`src/rtl/iob2axi_pkg.sv`:
```
// Shared definitions for the native-to-AXI4 burst write engine:
// AXI encodings, FSM state type and the 4 KB page helper.
package iob2axi_pkg;

    localparam logic [1:0] AXI_BURST_INCR = 2'b01;
    localparam logic [1:0] AXI_RESP_OKAY  = 2'b00;
    localparam logic [3:0] AXI_CACHE_BUF  = 4'b0010;
    localparam logic [2:0] AXI_PROT_DATA  = 3'b010;

    typedef enum logic [1:0] {
        ST_IDLE  = 2'd0,
        ST_AW    = 2'd1,
        ST_DATA  = 2'd2,
        ST_DRAIN = 2'd3
    } state_t;

    // Words of width data_w left before the next 4 KB page boundary.
    // A page-aligned address yields a full page (4096 bytes worth of words).
    function automatic logic [12:0] beats_to_4k(input logic [11:0] addr_lo,
                                                input int unsigned data_w);
        logic [12:0] bytes_left;
        int unsigned shift;
        shift = 0;
        for (int i = 0; i < 16; i++) begin
            if ((32'd8 << i) == data_w) shift = i;
        end
        bytes_left = 13'd4096 - {1'b0, addr_lo};
        return bytes_left >> shift;
    endfunction

endpackage

```
`src/rtl/iob2axi_burst_calc.sv`:
```
// Combinational burst sizing: beats = min(remaining, MAX_BURST) and, when
// IOB2AXI_WR_4K_SPLIT_EN is defined, also limited to the words left before
// the next 4 KB boundary.
module iob2axi_burst_calc
    import iob2axi_pkg::*;
#(
    parameter int ADDR_W    = 32,
    parameter int DATA_W    = 32,
    parameter int XFER_W    = 16,
    parameter int MAX_BURST = 256,
    parameter int BEATS_W   = 9
) (
    input  logic [ADDR_W-1:0]  cur_addr,
    input  logic [XFER_W:0]    remaining,
    output logic [BEATS_W-1:0] beats
);

    // Common compare width large enough for remaining and a full 4 KB page.
    localparam int CW = (XFER_W + 1 > 14) ? XFER_W + 1 : 14;
    localparam logic [CW-1:0] BURST_CAP = CW'(MAX_BURST);

    logic [CW-1:0] rem_ext;
    logic [CW-1:0] lim;
    logic          unused_addr_bits;

    assign rem_ext          = CW'(remaining);
    assign unused_addr_bits = ^cur_addr;

`ifdef IOB2AXI_WR_4K_SPLIT_EN
    logic [CW-1:0] page_words;
    assign page_words = CW'(beats_to_4k(cur_addr[11:0], DATA_W));
`endif

    // Smallest of the active limits.
    always_comb begin
        // NOTE: lim is assigned unconditionally first so the later
        // conditional override cannot infer a latch.
        lim = (rem_ext < BURST_CAP) ? rem_ext : BURST_CAP;
`ifdef IOB2AXI_WR_4K_SPLIT_EN
        if (page_words < lim) lim = page_words;
`endif
    end

    assign beats = BEATS_W'(lim);

endmodule

```
`src/rtl/iob2axi_wr_burst.sv`:
```
// Native-to-AXI4 write engine: splits one transfer of length+1 words into
// INCR bursts of at most MAX_BURST beats, keeps up to MAX_OUTSTANDING write
// responses in flight and reports a sticky per-transfer error bit.
// Optional feature macro: IOB2AXI_WR_4K_SPLIT_EN (bursts never cross 4 KB).
module iob2axi_wr_burst
    import iob2axi_pkg::*;
#(
    parameter int ADDR_W          = 32,
    parameter int DATA_W          = 32,
    parameter int AXI_LEN_W       = 8,
    parameter int AXI_ID_W        = 1,
    parameter int MAX_BURST       = 256,
    parameter int MAX_OUTSTANDING = 4,
    parameter int XFER_W          = 16
) (
    input  logic                  clk,
    input  logic                  rst_n,

    input  logic                  run,
    input  logic [ADDR_W-1:0]     addr,
    input  logic [XFER_W-1:0]     length,
    output logic                  ready,
    output logic                  error,

    input  logic                  s_valid,
    input  logic [DATA_W-1:0]     s_wdata,
    input  logic [DATA_W/8-1:0]   s_wstrb,
    output logic                  s_ready,

    output logic                  m_axi_awvalid,
    input  logic                  m_axi_awready,
    output logic [ADDR_W-1:0]     m_axi_awaddr,
    output logic [AXI_LEN_W-1:0]  m_axi_awlen,
    output logic [AXI_ID_W-1:0]   m_axi_awid,
    output logic [2:0]            m_axi_awsize,
    output logic [1:0]            m_axi_awburst,
    output logic                  m_axi_awlock,
    output logic [3:0]            m_axi_awcache,
    output logic [2:0]            m_axi_awprot,
    output logic [3:0]            m_axi_awqos,

    output logic                  m_axi_wvalid,
    input  logic                  m_axi_wready,
    output logic [DATA_W-1:0]     m_axi_wdata,
    output logic [DATA_W/8-1:0]   m_axi_wstrb,
    output logic                  m_axi_wlast,

    input  logic                  m_axi_bvalid,
    input  logic [1:0]            m_axi_bresp,
    output logic                  m_axi_bready
);

    localparam int OFF_W   = $clog2(DATA_W / 8);
    localparam int BEATS_W = $clog2(MAX_BURST) + 1;
    localparam int OUT_W   = $clog2(MAX_OUTSTANDING + 1);
    localparam int REM_W   = XFER_W + 1;

    localparam logic [ADDR_W-1:0] ALIGN_MASK = ~((ADDR_W'(1) << OFF_W) - ADDR_W'(1));
    localparam logic [OUT_W-1:0]  OUT_MAX    = OUT_W'(MAX_OUTSTANDING);

    state_t               state;
    logic [ADDR_W-1:0]    cur_addr;
    logic [REM_W-1:0]     remaining;
    logic [BEATS_W-1:0]   beats_r;
    logic [BEATS_W-1:0]   beat_cnt;
    logic [OUT_W-1:0]     outstanding;
    logic [OUT_W-1:0]     out_next;

    logic [ADDR_W-1:0]    calc_addr;
    logic [REM_W-1:0]     calc_rem;
    logic [BEATS_W-1:0]   calc_beats;

    logic in_data;
    logic aw_hs;
    logic w_hs;
    logic last_beat;
    logic b_dec;
    logic credit_ok;

    // Constant AXI attributes.
    assign m_axi_awid    = '0;
    assign m_axi_awsize  = 3'(OFF_W);
    assign m_axi_awburst = AXI_BURST_INCR;
    assign m_axi_awlock  = 1'b0;
    assign m_axi_awcache = AXI_CACHE_BUF;
    assign m_axi_awprot  = AXI_PROT_DATA;
    assign m_axi_awqos   = 4'd0;
    assign m_axi_bready  = 1'b1;

    // Data channel is a zero-latency pass-through gated by the DATA state.
    assign in_data      = (state == ST_DATA);
    assign last_beat    = (beat_cnt == beats_r - BEATS_W'(1));
    assign m_axi_wvalid = in_data & s_valid;
    assign s_ready      = in_data & m_axi_wready;
    assign m_axi_wdata  = s_wdata;
    assign m_axi_wstrb  = s_wstrb;
    assign m_axi_wlast  = in_data & last_beat;
    assign ready        = (state == ST_IDLE);

    assign aw_hs     = m_axi_awvalid & m_axi_awready;
    assign w_hs      = in_data & s_valid & m_axi_wready;
    // A response with nothing outstanding is illegal; never let the count wrap.
    assign b_dec     = m_axi_bvalid & (outstanding != '0);
    assign credit_ok = (outstanding < OUT_MAX);

    // Next response-credit count: an AW and a B in the same cycle cancel.
    always_comb begin
        out_next = outstanding;
        if (aw_hs && !b_dec)      out_next = outstanding + OUT_W'(1);
        else if (!aw_hs && b_dec) out_next = outstanding - OUT_W'(1);
    end

    // In IDLE the first burst is sized straight from the request so awvalid
    // can rise the cycle after run; afterwards from the running counters.
    always_comb begin
        if (state == ST_IDLE) begin
            calc_addr = addr & ALIGN_MASK;
            calc_rem  = REM_W'(length) + REM_W'(1);
        end else begin
            calc_addr = cur_addr;
            calc_rem  = remaining;
        end
    end

    iob2axi_burst_calc #(
        .ADDR_W    (ADDR_W),
        .DATA_W    (DATA_W),
        .XFER_W    (XFER_W),
        .MAX_BURST (MAX_BURST),
        .BEATS_W   (BEATS_W)
    ) u_burst_calc (
        .cur_addr  (calc_addr),
        .remaining (calc_rem),
        .beats     (calc_beats)
    );

    // Transfer FSM with address/length counters, credit count and sticky error.
    always_ff @(posedge clk or negedge rst_n) begin
        if (!rst_n) begin
            state         <= ST_IDLE;
            cur_addr      <= '0;
            remaining     <= '0;
            beats_r       <= '0;
            beat_cnt      <= '0;
            outstanding   <= '0;
            error         <= 1'b0;
            m_axi_awvalid <= 1'b0;
            m_axi_awaddr  <= '0;
            m_axi_awlen   <= '0;
        end else begin
            // NOTE: non-blocking assignments so every register samples the
            // pre-edge values regardless of statement order.
            outstanding <= out_next;
            if (m_axi_bvalid && state != ST_IDLE && m_axi_bresp != AXI_RESP_OKAY)
                error <= 1'b1;

            unique case (state)
                ST_IDLE: begin
                    if (run) begin
                        error         <= 1'b0;
                        cur_addr      <= calc_addr;
                        remaining     <= calc_rem;
                        beats_r       <= calc_beats;
                        m_axi_awvalid <= 1'b1;
                        m_axi_awaddr  <= calc_addr;
                        m_axi_awlen   <= AXI_LEN_W'(calc_beats - BEATS_W'(1));
                        state         <= ST_AW;
                    end
                end
                ST_AW: begin
                    if (aw_hs) begin
                        m_axi_awvalid <= 1'b0;
                        cur_addr      <= cur_addr + (ADDR_W'(beats_r) << OFF_W);
                        remaining     <= remaining - REM_W'(beats_r);
                        beat_cnt      <= '0;
                        state         <= ST_DATA;
                    end else if (!m_axi_awvalid && credit_ok) begin
                        beats_r       <= calc_beats;
                        m_axi_awvalid <= 1'b1;
                        m_axi_awaddr  <= cur_addr;
                        m_axi_awlen   <= AXI_LEN_W'(calc_beats - BEATS_W'(1));
                    end
                end
                ST_DATA: begin
                    if (w_hs) begin
                        beat_cnt <= beat_cnt + BEATS_W'(1);
                        if (last_beat)
                            state <= (remaining != '0) ? ST_AW : ST_DRAIN;
                    end
                end
                ST_DRAIN: begin
                    if (out_next == '0) state <= ST_IDLE;
                end
            endcase
        end
    end

endmodule

```
`config.mk`:
```
export PLATFORM = sky130hd
export DESIGN_NAME = iob2axi_wr_burst
export DESIGN_NICKNAME = d
export VERILOG_FILES = /design/src/rtl/iob2axi_pkg.sv /design/src/rtl/iob2axi_burst_calc.sv /design/src/rtl/iob2axi_wr_burst.sv
export SDC_FILE = /design/constraint.sdc
export NUM_CORES = 1
export LEC_CHECK = 0
export ABC_AREA = 1
export ABC_CLOCK_PERIOD_IN_PS = 5100
export CAP_MARGIN = 40
export CORE_MARGIN = 2
export CORE_UTILIZATION = 46
export CTS_BUF_LIST = sky130_fd_sc_hd__clkbuf_2
export DETAILED_ROUTE_END_ITERATION = 7
export DONT_BUFFER_PORTS = 1
export SLEW_MARGIN = 20
export SYNTH_ARGS = -nofsm -noshare
export SYNTH_HDL_FRONTEND = slang
export SYNTH_SLANG_ARGS = --single-unit
```
`constraint.sdc`:
```
create_clock -name clk -period 5.1 [get_ports clk]
set_clock_uncertainty 0.15 [all_clocks]
set_input_delay 0.765 -clock clk [delete_from_list [all_inputs] [get_ports clk]]
set_output_delay 0.765 -clock clk [all_outputs]
set_load 0.01 [all_outputs]
```
==> results_dict.tcl, run 1 <==
# flow metrics
set metrics [dict create \
    synthTopLogicFamily "simple AND/OR/NAND/NOR gates" \
    max_cap_violations 0 \
    crit_path_start_kind "register" \
    viasPerCell 5.312 \
    clkbuf_count 10 \
    layout.cells.most_common "nand2_1" \
    reg2reg_depth 10 \
    synth.area.mux_share 0.002884 \
    cts_buffer_depth 2 \
    slowest_delay_ns 0.53 \
    synthCells 1100 \
    p_clk_w 0.000343 \
    postPlaceCellArea_um2 7661 \
    ys_sh_simple 0.2899 \
    clock.fmax_mhz 264.2 \
    seq_area_um2 2753 \
    grtUsageMet2 0.3192 \
    fin_cells 1272 \
    timing.rr.end "cur_addr[31]" \
    dr.pass1.iters 5 \
    status "completed" \
    dr_wl_met2_um 8054 \
    reg2reg_slack_ns 1.81 \
    hold_viol_final 0 \
    worst_pin_slew_ns 0.7657 \
    grt-busiest-layer "met1" \
]
-- run 1: timing repair --
action / CTS / global route
hold buffers: 2 / 0
resized: 0 / 0
endpoints found under the hold margin: 110 / 0
-- run 1: cells in the mapped netlist, drive strengths merged (3+ instances only) --
library cell,n
or2,4
buf,66
o21bai,5
dfrtp,110
o211ai,7
nand2,311
inv,108
ha,25
nand4,10
nand3,56
clkbuf,23
nand3b,3
o21ai,112
a21oi,42
xor2,21
nor3,20
a31oi,25
nor4,4
nor2,112
o21a,3
o31ai,6
xnor2,7
-- run 1: critical path, delay by kind of cell (launching register included) --
kind	cells	cell delay, ns
adders and majority gates	1	0.24
buffers and inverters	1	0.25
and+or+nand+nor	7	1.16
xor gates and xnor gates	1	0.09
DFF	1	0.53
**Run 1: met1 routing**

Cells faint in the background.
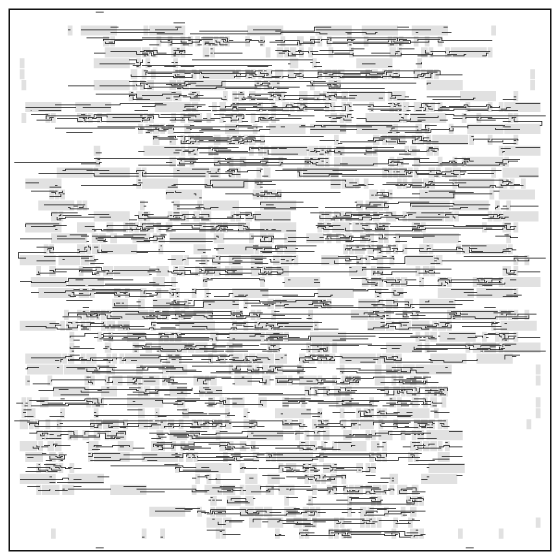
nets with wire on the layer: 1043
longest straight run: 59.3 µm
main direction: horizontal
Routed WL: 19560 µm
met1 Resource Use GR: 0.3438
vias: 6757

**Run 1: M2 wires**

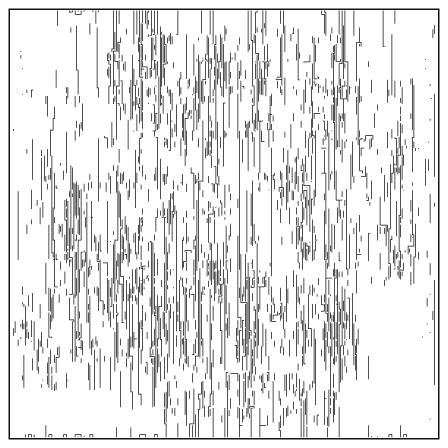
share of all routed wire: 41%
wire length on this layer: 8050 µm

**Run 1: met4 routing**

Cells faint in the background.
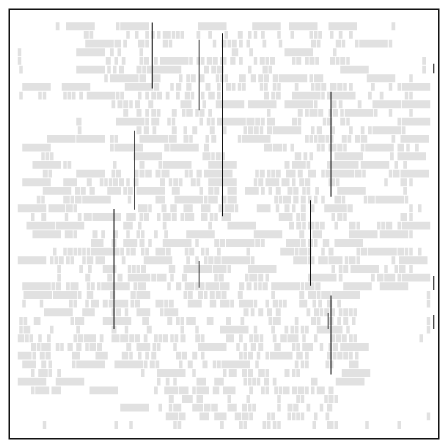
nets with wire on the layer: 10
main direction: vertical
share of all routed wire: 1.4%
wire length on this layer: 269 µm

**Run 1: routing congestion**

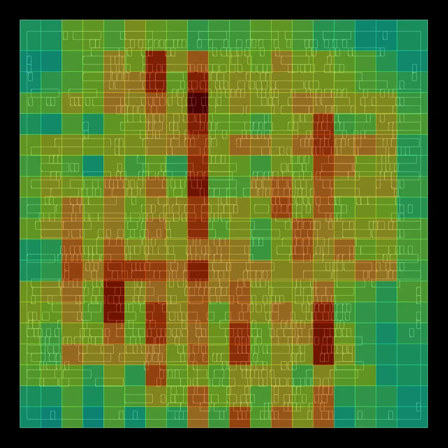

==> run 2, diff against run 1 <==
- ABC_CLOCK_PERIOD_IN_PS: 5100 -> 3500
- clock period: 5.1 -> 3.5 ns (I/O delays scaled with it)
**Run 2: routing congestion**

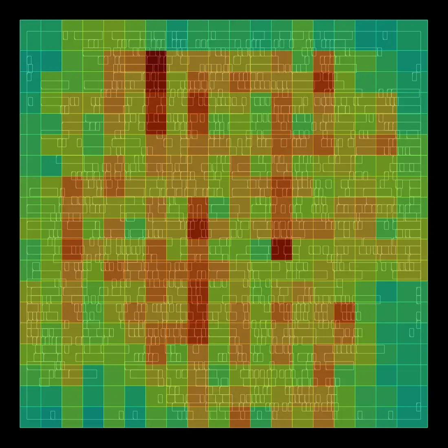
GR Util All Layers: 0.2287
post-DR wirelength/cell: 15.28 µm
met3 Resource Use GR: 0.04649

==> run 2 against run 1 <==
Die size unchanged. Final cell count increased by 3.1%. First-iteration DRC count increased by 1.5%. Register-to-register slack got worse by 1.4 ns. Count of clock-buffer cells in the layout decreased by 1. Area after synthesis unchanged. Synthesized cell count unchanged. Non-clock buffer count increased by 37. Sequential power increased by 47%. Wire length increased by 2.4%. Setup slack got worse by 0.99 ns. Critical path type unchanged.
==> results_dict.tcl, run 2 <==
# flow metrics
set metrics [dict create \
    dr_wl_met2_um 8490 \
    p_clk_w 0.000627 \
    synth.most_common_cell "nand2_1" \
    crit_path_start_kind "register" \
    ys_sh_simple 0.2899 \
    grtUsageMet2 0.3336 \
    crit_family "simple AND/OR/NAND/NOR gates" \
    cts_buffer_depth 2 \
    post-route-util 0.4948 \
    ys_top_cells_by_count "300 x nand2_1, 110 x dfrtp_1, 102 x inv_1, 100 x o21ai_0, 96 x nor2_1" \
    vias 6973 \
    status "completed" \
    grt_use_met1 0.3474 \
    fin_cells 1311 \
    wl_um 20030 \
    reg2reg_slack_ns 0.45 \
    slowest_delay_ns 0.52 \
    cp.required_ns 2.82 \
    synthCells 1100 \
    clkbuf_count 9 \
    seq_area_um2 2755 \
    synth.area.mux_share 0.002884 \
    viasPerCell 5.319 \
    clock.fmax_mhz 315.2 \
    postPlaceCellArea_um2 7700 \
    layout.cells.most_common "nand2_1" \
    max_cap_violations 0 \
    grt-busiest-layer "met1" \
    worst_pin_slew_ns 0.7567 \
]
[run 2: what timing repair did]
| item | in CTS | in global routing |
|---|---|---|
| setup endpoints to repair | 1 | 1 |
| resized | 1 | 10 |
| buffers inserted | 1 | 3 |
| hold endpoints to repair | 154 | 0 |
| hold buffers | 31 | 0 |
[run 2: worst paths after layout]
check	start	to	depth (start not counted)
worst max register to register	beats_r[0]	cur_addr[30]	14
worst min register to register	beat_cnt[8]	beat_cnt[8]	1
worst max-delay path	beats_r[1]	m_axi_wlast	11
worst min-delay path	length[8]	remaining[8]	6
max in group asynchronous	rst_n	cur_addr[5]	2
min in group asynchronous	rst_n	remaining[8]	2
**Run 2: met1 routing**

Cells faint in the background.
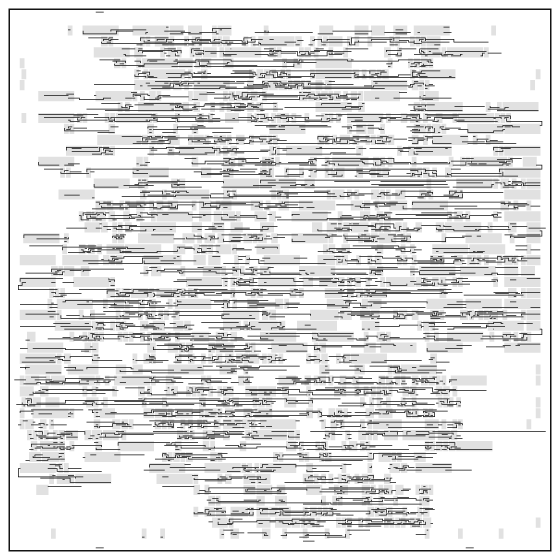

==> run 3, diff against run 2 <==
- ABC_CLOCK_PERIOD_IN_PS: 3500 -> 3600
- SKIP_CTS_REPAIR_TIMING: not set -> 1
- clock period: 3.5 -> 3.6 ns (I/O delays scaled with it)
**Run 3: met1 routing**

Cells faint in the background.
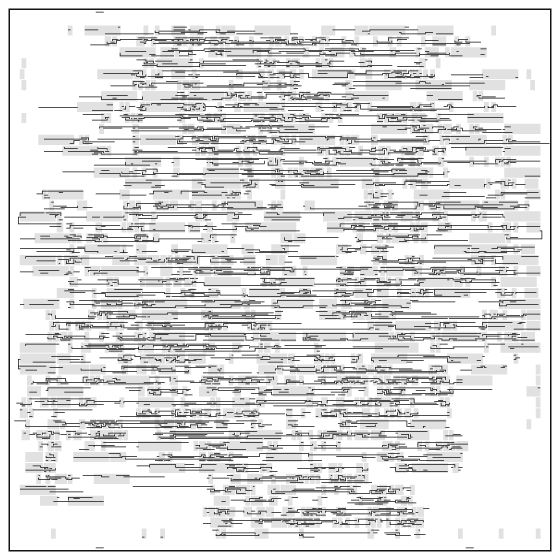
share of all routed wire: 51%
main direction: horizontal
wire length on this layer: 10000 µm
met1 Resource Use GR: 0.3353
vias: 6873
Routed WL: 19810 µm

==> run 3 against run 2 <==
Utilization down 0.68 points. Global-route usage fell by 0.41 points. Count of clock-buffer cells in the layout unchanged. Total power down 2.7%. Worst hold slack got worse by 0.057 ns. Setup slack got worse by 0.17 ns. Cell area down 1.4%. Synthesized cell count did not move. Via count decreased by 1.4%. Flip-flop count is the same. First-iteration DRC count rose by 5.2%. Area after synthesis is the same.
==> results_dict.tcl, run 3 <==
# flow metrics
set metrics [dict create \
    yosys.area_share.aoi 0.1537 \
    die_area_um2 18030 \
    reg2reg_slack_ns 0.56 \
    p_sw_frac 0.5166 \
    slowest_delay_ns 0.52 \
    clock.fmax_mhz 290.3 \
    worst_pin_slew_ns 0.7523 \
    synth.area.mux_share 0.002884 \
    dr_wl_met2_um 8412 \
    viasPerCell 5.287 \
    hold_class "primary input to register" \
    min_period_ns 3.445 \
    status "completed" \
    reg2reg_depth 14 \
    synthTopLogicFamily "simple AND/OR/NAND/NOR gates" \
    met3_usage 0.04649 \
    flops 110 \
    postPlaceCellArea_um2 7681 \
    max_cap_violations 0 \
    synthCells 1100 \
    cts_buffers 9 \
    grt-busiest-layer "met1" \
    top_area_frac 0.3525 \
    cp.required_ns 2.91 \
    wl_per_cell_um 15.24 \
    final.setup.tns_ns 0 \
    ys_top_cells_by_count "300 x nand2_1, 110 x dfrtp_1, 102 x inv_1, 100 x o21ai_0, 96 x nor2_1" \
    crit_family "simple AND/OR/NAND/NOR gates" \
    largest_registers "cur_addr: 30 flops, m_axi_awaddr: 30 flops, remaining: 17 flops" \
    cts_buffer_depth 2 \
    hold_path.startpoint "addr[29]" \
    seq_area_um2 2755 \
    ys_chip_area_um2 7809 \
    clkbuf_count 9 \
    final_cell_mix "300 x nand2_1, 108 x dfrtp_1, 101 x inv_1, 100 x o21ai_0, 94 x nor2_1" \
    timing.rr.end "cur_addr[30]" \
    r2r-start "beats_r[0]" \
    path_depth 10 \
    grtUsageMet2 0.3322 \
    ys_sh_simple 0.2899 \
    power_top_consumer "combinational logic" \
    leakagePower_nw 3.835 \
    p_comb_frac 0.541 \
    layout.cells.most_common "nand2_1" \
    fin_cells 1300 \
    min_to "m_axi_awaddr[29]" \
    seq_power_w 0.00240 \
    startpoint "beats_r[1]" \
    grt_usage 0.2246 \
    synth.most_common_cell "nand2_1" \
]
[run 3: cell counts after synthesis]
Identical to the previous run, type by type.
[run 3: metrics by stage]
| step | setup slack, ns | utilization | hold WS [ns] | total power [W] |
|---|---|---|---|---|
| 5_1_grt | 0.002244 | 0.4880 | 0.006011 | 0.007374 |
| 2_1_floorplan | 1.101 | - | 0.09441 | 0.005115 |
| 3_5_place_dp | 0.5407 | 0.4632 | 0.1010 | 0.005960 |
| 6_report | 0.1550 | 0.4880 | 0.03141 | 0.006676 |
| 4_1_cts | -0.02969 | 0.4711 | -0.6521 | 0.006631 |
| 3_3_place_gp | 0.5654 | 0.4632 | 0.1001 | 0.005917 |
Power is estimated from default activity; no workload was simulated.
